**Run 1: supply network**

Scale bar: 20 um. Pins as bars on the die edge. Tap cells in gray.
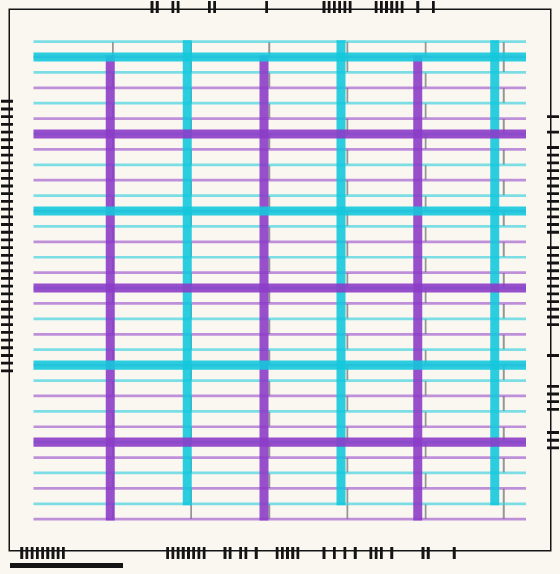
**Run 1: local utilization**

Scale bar: 20 um. The die is cut into 10 by 10 equal tiles; white is low, dark blue is high, 0 to 100% covered.
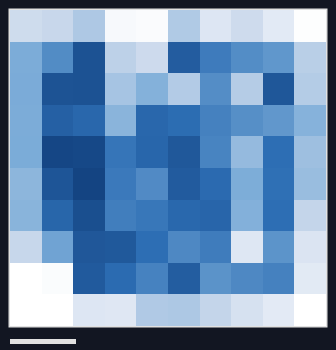
**Run 1: port wiring**

Scale bar: 20 um.
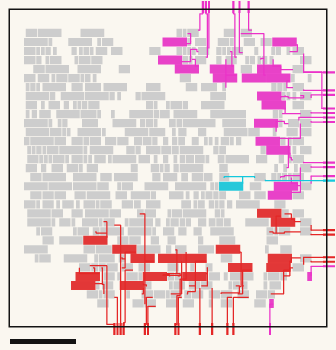
`config.mk`:
```
export PLATFORM = sky130hd
export DESIGN_NAME = mem_bus_responder
export DESIGN_NICKNAME = d
export VERILOG_FILES = /design/src/rtl/cpu_bus_pkg.sv /design/src/rtl/sram_timing_ctrl.sv /design/src/rtl/mem_bus_responder.sv
export SDC_FILE = /design/constraint.sdc
export NUM_CORES = 1
export LEC_CHECK = 0
export CORE_MARGIN = 4
export CORE_UTILIZATION = 44
export CTS_CLUSTER_SIZE = 10
export DETAILED_ROUTE_END_ITERATION = 16
export GPL_ROUTABILITY_DRIVEN = 0
export PLACE_DENSITY = 0.88
export SLEW_MARGIN = 25
export SYNTH_ARGS = -nofsm -noshare
export SYNTH_HDL_FRONTEND = slang
export SYNTH_SLANG_ARGS = --single-unit
```
`constraint.sdc`:
```
create_clock -name clk -period 2 [get_ports clk]
set_input_delay 0.4 -clock clk [delete_from_list [all_inputs] [get_ports clk]]
set_output_delay 0.4 -clock clk [all_outputs]
set_load 0.02 [all_outputs]
```
`src/rtl/cpu_bus_pkg.sv`:
```
// Shared definitions for the CPU memory-bus responder: state encoding, the serial-port
// MMIO window and the status-word layout.
package cpu_bus_pkg;

  typedef enum logic [2:0] {
    StIdle,
    StRdAct,
    StWrSetup,
    StWrPulse,
    StWrHold,
    StIoTxWait,
    StResp
  } bus_state_e;

  localparam logic [15:0] MMIO_DATA_ADDR = 16'hBF00;
  localparam logic [15:0] MMIO_STAT_ADDR = 16'hBF01;

  localparam int unsigned STAT_TX_READY_BIT = 0;
  localparam int unsigned STAT_RX_VALID_BIT = 1;

  function automatic logic [15:0] stat_word(input logic rx_valid, input logic tx_ready);
    logic [15:0] w;
    w = '0;
    w[STAT_TX_READY_BIT] = tx_ready;
    w[STAT_RX_VALID_BIT] = rx_valid;
    return w;
  endfunction

endpackage

```
`src/rtl/sram_timing_ctrl.sv`:
```
// Sequences the asynchronous SRAM pins for one read or write access; all pins registered.
// 'last' is high during the final cycle of an access so the caller can respond on that edge.
module sram_timing_ctrl
  import cpu_bus_pkg::*;
#(
  parameter int unsigned RD_WAIT_CYC  = 2,
  parameter int unsigned WR_PULSE_CYC = 2,
  parameter logic [1:0]  BANK_SEL     = 2'b00
) (
  input  logic        clk,
  input  logic        rst,
  input  logic        start,
  input  logic        we,
  input  logic [15:0] addr,
  input  logic [15:0] wdata,
  output logic        last,
  output logic [17:0] ram_addr,
  output logic [15:0] ram_dout,
  output logic        ram_dout_en,
  output logic        ram_ce_n,
  output logic        ram_oe_n,
  output logic        ram_we_n
);

  localparam logic [2:0] RdLoad = 3'(RD_WAIT_CYC - 1);
  localparam logic [2:0] WrLoad = 3'(WR_PULSE_CYC - 1);

  bus_state_e phase_q;
  logic [2:0] cnt_q;

  assign last = ((phase_q == StRdAct) && (cnt_q == 3'd0)) || (phase_q == StWrHold);

  // ram_addr and ram_dout are only reloaded at the start of an access, so they stay
  // stable through it and afterwards.
  always_ff @(posedge clk) begin
    if (rst) begin
      phase_q     <= StIdle;
      cnt_q       <= 3'd0;
      ram_addr    <= '0;
      ram_dout    <= '0;
      ram_dout_en <= 1'b0;
      ram_ce_n    <= 1'b1;
      ram_oe_n    <= 1'b1;
      ram_we_n    <= 1'b1;
    end else begin
      unique case (phase_q)
        StIdle: begin
          if (start) begin
            ram_addr <= {BANK_SEL, addr};
            ram_ce_n <= 1'b0;
            if (we) begin
              phase_q     <= StWrSetup;
              ram_dout    <= wdata;
              ram_dout_en <= 1'b1;
            end else begin
              phase_q  <= StRdAct;
              ram_oe_n <= 1'b0;
              cnt_q    <= RdLoad;
            end
          end
        end
        StRdAct: begin
          if (cnt_q == 3'd0) begin
            phase_q  <= StIdle;
            ram_ce_n <= 1'b1;
            ram_oe_n <= 1'b1;
          end else begin
            cnt_q <= cnt_q - 3'd1;
          end
        end
        StWrSetup: begin
          phase_q  <= StWrPulse;
          ram_we_n <= 1'b0;
          cnt_q    <= WrLoad;
        end
        StWrPulse: begin
          if (cnt_q == 3'd0) begin
            phase_q  <= StWrHold;
            ram_we_n <= 1'b1;
          end else begin
            cnt_q <= cnt_q - 3'd1;
          end
        end
        StWrHold: begin
          phase_q     <= StIdle;
          ram_ce_n    <= 1'b1;
          ram_dout_en <= 1'b0;
        end
        default: phase_q <= StIdle;
      endcase
    end
  end

endmodule

```
`src/rtl/mem_bus_responder.sv`:
```
// Responder end of the CPU memory interface: SRAM accesses plus, when SERIAL_MMIO_EN is
// defined, the serial-port window at 0xBF00 (data) / 0xBF01 (status).
module mem_bus_responder
  import cpu_bus_pkg::*;
#(
  parameter int unsigned RD_WAIT_CYC  = 2,
  parameter int unsigned WR_PULSE_CYC = 2,
  parameter logic [1:0]  BANK_SEL     = 2'b00
) (
  input  logic        clk,
  input  logic        rst,
  input  logic        req_valid,
  output logic        req_ready,
  input  logic        req_we,
  input  logic [15:0] req_addr,
  input  logic [15:0] req_wdata,
  output logic        resp_valid,
  output logic [15:0] resp_rdata,
  output logic [17:0] ram_addr,
  output logic [15:0] ram_dout,
  output logic        ram_dout_en,
  input  logic [15:0] ram_din,
  output logic        ram_ce_n,
  output logic        ram_oe_n,
  output logic        ram_we_n,
  input  logic        io_rx_valid,
  input  logic [7:0]  io_rx_data,
  output logic        io_rx_pop,
  input  logic        io_tx_ready,
  output logic        io_tx_valid,
  output logic [7:0]  io_tx_data
);

  bus_state_e state_q;
  logic       we_q;
  logic [7:0] tx_byte_q;
  logic       is_data, is_stat;
  logic       accept, sram_start, sram_last;

`ifdef SERIAL_MMIO_EN
  assign is_data = (req_addr == MMIO_DATA_ADDR);
  assign is_stat = (req_addr == MMIO_STAT_ADDR);
`else
  assign is_data = 1'b0;
  assign is_stat = 1'b0;
`endif

  assign accept     = req_ready && req_valid;
  assign sram_start = accept && !is_data && !is_stat;

  sram_timing_ctrl #(
    .RD_WAIT_CYC (RD_WAIT_CYC),
    .WR_PULSE_CYC(WR_PULSE_CYC),
    .BANK_SEL    (BANK_SEL)
  ) u_sram (
    .clk        (clk),
    .rst        (rst),
    .start      (sram_start),
    .we         (req_we),
    .addr       (req_addr),
    .wdata      (req_wdata),
    .last       (sram_last),
    .ram_addr   (ram_addr),
    .ram_dout   (ram_dout),
    .ram_dout_en(ram_dout_en),
    .ram_ce_n   (ram_ce_n),
    .ram_oe_n   (ram_oe_n),
    .ram_we_n   (ram_we_n)
  );

  always_ff @(posedge clk) begin
    if (rst) begin
      state_q     <= StIdle;
      we_q        <= 1'b0;
      tx_byte_q   <= '0;
      req_ready   <= 1'b0;
      resp_valid  <= 1'b0;
      resp_rdata  <= '0;
      io_rx_pop   <= 1'b0;
      io_tx_valid <= 1'b0;
      io_tx_data  <= '0;
    end else begin
      resp_valid  <= 1'b0;
      io_rx_pop   <= 1'b0;
      io_tx_valid <= 1'b0;
      unique case (state_q)
        StIdle: begin
          if (!req_ready) begin
            req_ready <= 1'b1;
          end else if (req_valid) begin
            req_ready <= 1'b0;
            we_q      <= req_we;
            tx_byte_q <= req_wdata[7:0];
            if (is_data && req_we) begin
              state_q <= StIoTxWait;
            end else if (is_data) begin
              state_q    <= StResp;
              resp_valid <= 1'b1;
              resp_rdata <= io_rx_valid ? {8'h00, io_rx_data} : 16'h0000;
              io_rx_pop  <= io_rx_valid;
            end else if (is_stat) begin
              state_q    <= StResp;
              resp_valid <= 1'b1;
              resp_rdata <= req_we ? 16'h0000 : stat_word(io_rx_valid, io_tx_ready);
            end else begin
              // Pin-level phases are tracked inside u_sram; this records the access kind.
              state_q <= req_we ? StWrSetup : StRdAct;
            end
          end
        end
        StRdAct, StWrSetup, StWrPulse, StWrHold: begin
          if (sram_last) begin
            state_q    <= StResp;
            resp_valid <= 1'b1;
            resp_rdata <= we_q ? 16'h0000 : ram_din;
          end
        end
        StIoTxWait: begin
          // The strobe goes out first; the response follows on the next edge.
          if (io_tx_valid) begin
            state_q    <= StResp;
            resp_valid <= 1'b1;
            resp_rdata <= 16'h0000;
          end else if (io_tx_ready) begin
            io_tx_valid <= 1'b1;
            io_tx_data  <= tx_byte_q;
          end
        end
        StResp: begin
          state_q    <= StIdle;
          req_ready  <= 1'b1;
          resp_rdata <= 16'h0000;
        end
        default: state_q <= StIdle;
      endcase
    end
  end

endmodule

```
==> flow_metrics.env, run 1 <==
# yosys + openroad results
export IMPL_cts_max_level=3
export IMPL_top_cell_area_share_pct=48.3
export IMPL_core_rowCount=31
export IMPL_cts_sinks=81
export IMPL_post_cts_resized=0
export IMPL_cts_buffers_inserted=9
export IMPL_crit_family="AND-OR/OR-AND gates"
export IMPL_use_met2_pct=30.1
export IMPL_use_met3_pct=9.08
export IMPL_largest_area_cell="dfxtp_1"
export IMPL_startpoint="u_sram.cnt_q[0]"
export IMPL_combPwrFrac_pct=19.6
export IMPL_yosysMostFrequentCell="nand2_1"
export IMPL_whs_ps=455
export IMPL_cp_arrival_ps=1980
export IMPL_r2r_start="u_sram.cnt_q[0]"
export IMPL_worst_clock_skew_ps=3.27
export IMPL_drt_first_pass_iters=4
export IMPL_placement_cell_area_um2=4590
export IMPL_met1_length_um=3250
export IMPL_crit_path_end_kind="flip-flop"
export IMPL_met1_usage_pct=20.7
export IMPL_drv_cap=0
export IMPL_swShare_pct=26.5
export IMPL_antenna_found_initial=0
export IMPL_hold_class="flip-flop to flip-flop"
export IMPL_clkPwrFrac_pct=32.1
export IMPL_cts_root_buffer="clkbuf_8"
export IMPL_layout_top_cell="clkdlybuf4s50_1"
export IMPL_clk_path_buf_depth=2
export IMPL_r2r_cells=6
export IMPL_status="completed"
export IMPL_yosys_area_um2=3360
export IMPL_path_clk_slew_ps=70
export IMPL_worstHoldEndpoint="u_sram.ram_addr[11]"
export IMPL_p_sw_uw=968
export IMPL_place_ws_ps=13.1
export IMPL_cts_hold_buf=0
export IMPL_min_period_ps=1780
-- 'supply network' (at the start) --
Key: cyan = VDD; purple = VSS
32 met1 rails follow the rows. 6 straps on met4.
Die Wd: 95.3 um
maximum vdd ir drop: 0.503 mV
chip height: 95.3 um
total core area: 7330 um2

-- 'local utilization' (at the start) --
5.0% of the tiles are nearly empty. The mean over all tiles is 51%. The fullest tile reaches 92%. 29% of the tiles are over 75% full.
final core occ: 65.3%
fp util: 45.8%

-- 'port wiring' (at the start) --
Key: cyan = `ram_ce_n` [bits 1, direction output, edge east, end cells 1, buffers 1, wire 30.0 um]; red = `resp_rdata` [bits 16, direction output, edge 12 south, 4 east, end cells 16, buffers 16, wire 421 um]; magenta = `ram_addr` [bits 18, direction output, edge 11 east, 6 north, 1 south, end cells 18, buffers 16, wire 302 um]
IO Pins: 128
PortBufs: 115

==> run 1: power by group through the flow <==
stage | logic, mW | clock network, mW | registers [mW]
2_1_floorplan | 0.375 | 0 | 1.85
6_report | 0.718 | 1.17 | 1.76
3_3_place_gp | 0.697 | 0 | 1.80
3_5_place_dp | 0.720 | 0 | 1.80
4_1_cts | 0.724 | 1.21 | 1.76
5_1_grt | 0.792 | 1.28 | 1.78
==> run 1: logic make-up (layout without fill, tap and decap cells) <==
| kind of cell | count (synthesis) | after routing | synth area share, % |
|---|---|---|---|
| xor+xnor | 1 | 1 | 0.485 |
| simple gates | 158 | 158 | 22.1 |
| buf+inv | 34 | 147 | 5.63 |
| compound gates | 68 | 68 | 12.8 |
| flops | 81 | 81 | 48.3 |
| mux | 33 | 33 | 9.84 |
| fa+ha+maj | 2 | 2 | 0.746 |
| other cells | 1 | 3 | 0.112 |
==> run 1: cell type report <==
cell class / count / area [um2] / share of cell area [%]
Timing Repair Buffer: 125 / 1260 / 26.3
Tap cell: 99 / 124 / 2.59
Clock buffer: 12 / 155 / 3.24
Sequential cell: 81 / 1620 / 33.9
Multi-Input combinational cell: 265 / 1560 / 32.6
Inverter: 7 / 26.3 / 0.549
Clock inverter: 3 / 40.0 / 0.837
==> run 1: worst reg2reg max path: stages, from the launching register on <==
cell	delay, ps
dfxtp_1	330
inv_1	110
ha_1	280
nand4bb_4	160
nand3_2	110
o2111ai_4	400
mux2i_1	240
==> run 1: flip-flops by register name, indices dropped and copies added (netlist names), 3 cells and up <==
signal and count:
resp_rdata 16, state_q 3, u_sram.ram_dout 16, tx_byte_q 8
io_tx_data 8, u_sram.phase_q 3, u_sram.cnt_q 3, u_sram.ram_addr 16
==> run 1 -> run 2 <==
--- a/config.mk
+++ b/config.mk
@@ -5,7 +5,8 @@
 export SDC_FILE = /design/constraint.sdc
 export NUM_CORES = 1
 export LEC_CHECK = 0
-export CORE_MARGIN = 4
+export ABC_CLOCK_PERIOD_IN_PS = 2000
+export CORE_MARGIN = 5
 export CORE_UTILIZATION = 44
 export CTS_CLUSTER_SIZE = 10
 export DETAILED_ROUTE_END_ITERATION = 16
==> flow_metrics.env, run 2 <==
# yosys + openroad results
export IMPL_path_clk_slew_ps=80
export IMPL_layout_top_cell="clkdlybuf4s50_1"
export IMPL_r2r_start="u_sram.cnt_q[0]"
export IMPL_yosys_area_um2=3360
export IMPL_logic_area_um2=1560
export IMPL_yosysMostFrequentCell="nand2_1"
export IMPL_place_ws_ps=119
export IMPL_cp_arrival_ps=2060
export IMPL_clk_path_buf_depth=2
export IMPL_antenna_found_initial=0
export IMPL_cp_endpoint="resp_rdata[6]"
export IMPL_track_usage_pct=17.6
export IMPL_swShare_pct=26.0
export IMPL_grt_pass1_vias=3006
export IMPL_finalHoldViolCount=0
export IMPL_drt_first_pass_iters=4
export IMPL_crit_path_end_kind="flip-flop"
export IMPL_clkPwrFrac_pct=37.1
export IMPL_die_w_um=97.3
export IMPL_route_detailed_drc=0
export IMPL_post_cts_resized=0
export IMPL_peakVddDrop_mv=0.472
export IMPL_fin_ws_ps=213
export IMPL_crit_family="AND-OR/OR-AND gates"
export IMPL_cts_hold_buf=0
export IMPL_final_setup_tns_ps=0
export IMPL_finalClockPeriodUsage_pct=89.3
export IMPL_synth_cell_area_um2=3360
export IMPL_fp_coreArea_um2=7330
export IMPL_yosys_cells=378
export IMPL_core_rowCount=31
export IMPL_synth_edff_count=0
export IMPL_drv_cap=0
export IMPL_dr_total_vias=2948
export IMPL_largest_area_cell="dfxtp_1"
export IMPL_cp_max_fo=16
export IMPL_combPwrFrac_pct=18.2
export IMPL_min_period_ps=1790
export IMPL_io_buffers=115
export IMPL_regArea_um2=1620
export IMPL_cts_root_buffer="clkbuf_8"
export IMPL_crit_type="flip-flop to flip-flop"
export IMPL_hold_class="primary input to flip-flop"
export IMPL_fp_dieH_um=97.3
export IMPL_cts_max_level=3
export IMPL_cts_sinks=81
export IMPL_netlist_instances=378
export IMPL_startpoint="u_sram.cnt_q[0]"
export IMPL_r2r_cells=6
export IMPL_whs_ps=445
export IMPL_status="completed"
export IMPL_placement_cell_area_um2=4600
export IMPL_worst_ep_required_time_ps=2270
export IMPL_fp_util_pct=45.8
export IMPL_p_sw_mw=1.03
export IMPL_ios=128
export IMPL_top_cell_area_share_pct=48.3
export IMPL_worst_clock_skew_ps=5.15
export IMPL_reg_largest_list="resp_rdata: 16 flops, u_sram.ram_addr: 16 flops, u_sram.ram_dout: 16 flops"
export IMPL_cts_buffers_inserted=9
export IMPL_instances_no_fill=594
[run 2: cell counts after synthesis]
No cell type changed its count.
[run 2: how the worst min path moves through the flow]
stage / from / to / slack, ps / depth (start not counted)
after global placement: u_sram.ram_dout[8] / u_sram.ram_dout[8] / 440 / 2
after CTS: rst / state_q[2] / 430 / 2
after floorplan: u_sram.cnt_q[1] / u_sram.cnt_q[1] / 450 / 2
after global routing: rst / state_q[2] / 470 / 2
after detailed placement: u_sram.ram_addr[10] / u_sram.ram_addr[10] / 450 / 2
final: rst / state_q[2] / 440 / 2
[run 2: routing by layer]
layer,routed length [um],vias up,track usage [%]
met5,0,-,0
met4,117,0,6.28
met3,777,10,6.96
met2,3940,101,29.6
met1,3430,1352,20.2
li1,-,1485,-
[run 2: area by class of cell]
type	count	area share, %
Multi-Input combinational cell	265	32.1
Clock inverter	6	2.37
Sequential cell	81	33.4
Clock buffer	10	2.84
Timing Repair Buffer	126	26.1
Inverter	7	0.542
Tap cell	99	2.55
[run 2: cell families (layout without fill, tap and decap cells)]
kind of cell             after synthesis  after routing  synth area share (%)
multiplexers                          33             33                  9.84
flip-flops                            81             81                  48.3
buffers and inverters                 34            149                  5.63
AND-OR/OR-AND                         68             68                  12.8
other                                  1              3                 0.112
adder cells (fa/ha/maj)                2              2                 0.746
XOR/XNOR                               1              1                 0.485
AND/OR/NAND/NOR                      158            158                  22.1
[run 2: power by group through the flow]
| stage | Combinational, mW | Clock [mW] | Sequential [mW] |
|---|---|---|---|
| after global routing | 0.787 | 1.56 | 1.78 |
| after floorplan | 0.375 | 0 | 1.85 |
| after detailed placement | 0.722 | 0 | 1.80 |
| after CTS | 0.726 | 1.50 | 1.76 |
| after global placement | 0.702 | 0 | 1.80 |
| final | 0.719 | 1.47 | 1.76 |
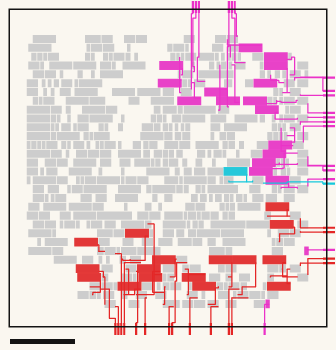
**Above:** run 2 (port wiring).
Scale bar: 20 um.
Key: red = `resp_rdata` [bits 16, direction output, edge 12 south, 4 east, end cells 16, buffers 16, wire 415 um]; cyan = `ram_ce_n` [bits 1, direction output, edge east, end cells 1, buffers 1, wire 30.4 um]; magenta = `ram_addr` [bits 18, direction output, edge 11 east, 6 north, 1 south, end cells 18, buffers 16, wire 393 um]

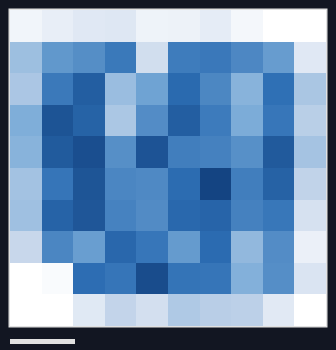
**Above:** run 2 (local utilization).
Scale bar: 20 um. The die is cut into 10 by 10 equal tiles; white is low, dark blue is high, 0 to 100% covered.
The mean over all tiles is 50%. 21% of the tiles are over 75% full. 6.0% of the tiles are nearly empty. The fullest tile reaches 92%.
final core occ: 66.2%

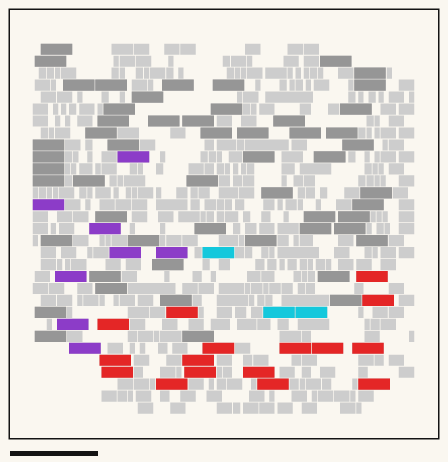
**Above:** run 2 (sequential cells colored by netlist name).
Scale bar: 20 um.
Key: red = `resp_rdata` [sequential cells 16]; purple = `tx_byte_q` [sequential cells 8, where west]; cyan = `state_q` [sequential cells 3]

Power figures rest on the tool's default switching activity, not on a simulated workload.
